Design mac_rx_framer, sky130hd; sources not shown.
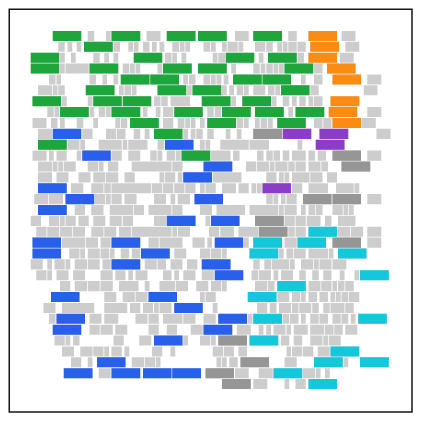
**Above:** where the registers sit.
Scale: 4 px per µm. Other sequential cells in the stronger grey, the rest of the logic in the fainter grey.
- purple: gap_q (flops 4)
- orange: m_data (flops 8; where upper right)
- cyan: len_q (flops 16)
- green: hold_q (flops 40)
- blue: u_crc.crc (flops 32)
sequential fraction of total cell area: 39.5%
Sequential Power: 1.97 mW
post-route core utilization: 70.1%
register area: 2240 µm²

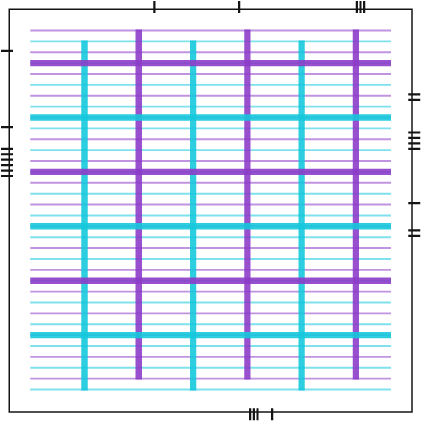
**Above:** PDN straps and rails.
Scale: 4 px per µm. Pins as bars on the die edge.
- purple: VDD
- cyan: VSS
- met5 straps: 6
- met1 rails: 34
- met4 straps: 6
maximum vdd drop: 0.000368 V
Core Area: 8090 µm²
width of the die: 100 µm
floorplan die height: 100 µm

==> notes.md <==
Observations from the implementation run.

Synthesis:
- The run gives the combined area of all synthesized cells as 4890 µm².
- The run puts the count of yosys warnings during synthesis at 0.
- The run puts the yosys cell count at 546.
- The commonest cells after synthesis are sky130_fd_sc_hd__nand2_1 (122), sky130_fd_sc_hd__dfxtp_1 (112), sky130_fd_sc_hd__xnor2_1 (52), sky130_fd_sc_hd__a21oi_1 (47), sky130_fd_sc_hd__o211ai_1 (31).
- The run puts the number of synthesized register bits at 112.
- The run gives the proportion of synthesized chip area in sequential cells as 45.8%.

Global route:
- The run puts the total congestion overflow after global routing at 0.
- The first global-routing pass estimated 16.9 mm of wire.
- The run gives the number of global-route vias before repair as 3620.
- In this run the most used layer during global routing was met2.

Outcome:
- The run finished with clean final reports.

Critical path:
- The run gives the worst reg-to-reg setup slack as 450 ps.
- The run gives the signal arrival time at the worst endpoint as 2370 ps.
- The critical path in this run is classified as input pin to register.
- The timing report shows the most common cell along the critical path to be sky130_fd_sc_hd__xnor2_1.
- The slowest stage of the critical path belongs to the cell sky130_fd_sc_hd__clkdlybuf4s50_1.
- The run gives the kind of capture point of the worst setup path as a register.
- STA classifies the critical path startpoint as an input pin.
- The run puts the buffering stage count on the worst path with inverters included at 1.

Drt:
- The run puts the average detailed-routed wire length per instance at 14.1 µm.
- The run gives the routed length on met1 as 4.51 mm.
- The detailed router placed 3840 vias in this run.

CTS:
- In this run the deepest clock path goes through 2 buffers.
- TritonCTS built the clock tree.
- The run puts the clock latency at the later pin of the worst-skew pair at 370 ps.
- The run gives the number of sinks on the clock net as 112.

Cells and area:
- The run gives the count of non-CTS buffers in the layout as 62.
- The net count of the finished layout is 607.
- The library cell used most frequently in the layout, excluding fill and tap cells, is sky130_fd_sc_hd__nand2_1.
- The run gives the fill cell total of the finished layout as 683.
- The run gives the flip-flop count of the largest register after layout as 40.
- The post-route netlist has 10.6% of its cells at a drive strength greater than 1.
- The run gives the logic gate fraction of the total cell area as 44.7%.
- The run gives the number of multi-input combinational cells in the layout as 403.

STA:
- The run puts the worst-case hold slack at 359 ps.
- Setup repair after global routing left no endpoint under its margin.
- Counting I/O delays and the setup requirement, the final critical path takes 2160 ps.
- The run puts the final-report max-slew violation count at 0.
- The run gives the count of endpoints failing setup in the final report as 0.
- For this run, the top clock speed supported by timing is 462 MHz.
- The run puts the remaining max-slew budget at the tightest pin at 54.1%.

Power and ir drop:
- The run gives the clock share of power as 26.8%.
- The run puts the switching part of the total power at 29.0%.
- The run puts the areal power density over the cells at 682 nW/µm².
- The run puts the power of the combinational group at 859 µW.
- The run puts the share of total power in combinational logic at 22.2%.
- Looking at the group totals, the largest power group turns out to be registers.

Run:
- The run gives the OpenROAD warning count as 27.

Placement:
- The run gives the half-perimeter wire length of the detailed placement result as 7.15 mm.
- The detailed placer reported the number of placed instances as 685.
Power figures rest on the tool's default switching activity, not on a simulated workload.
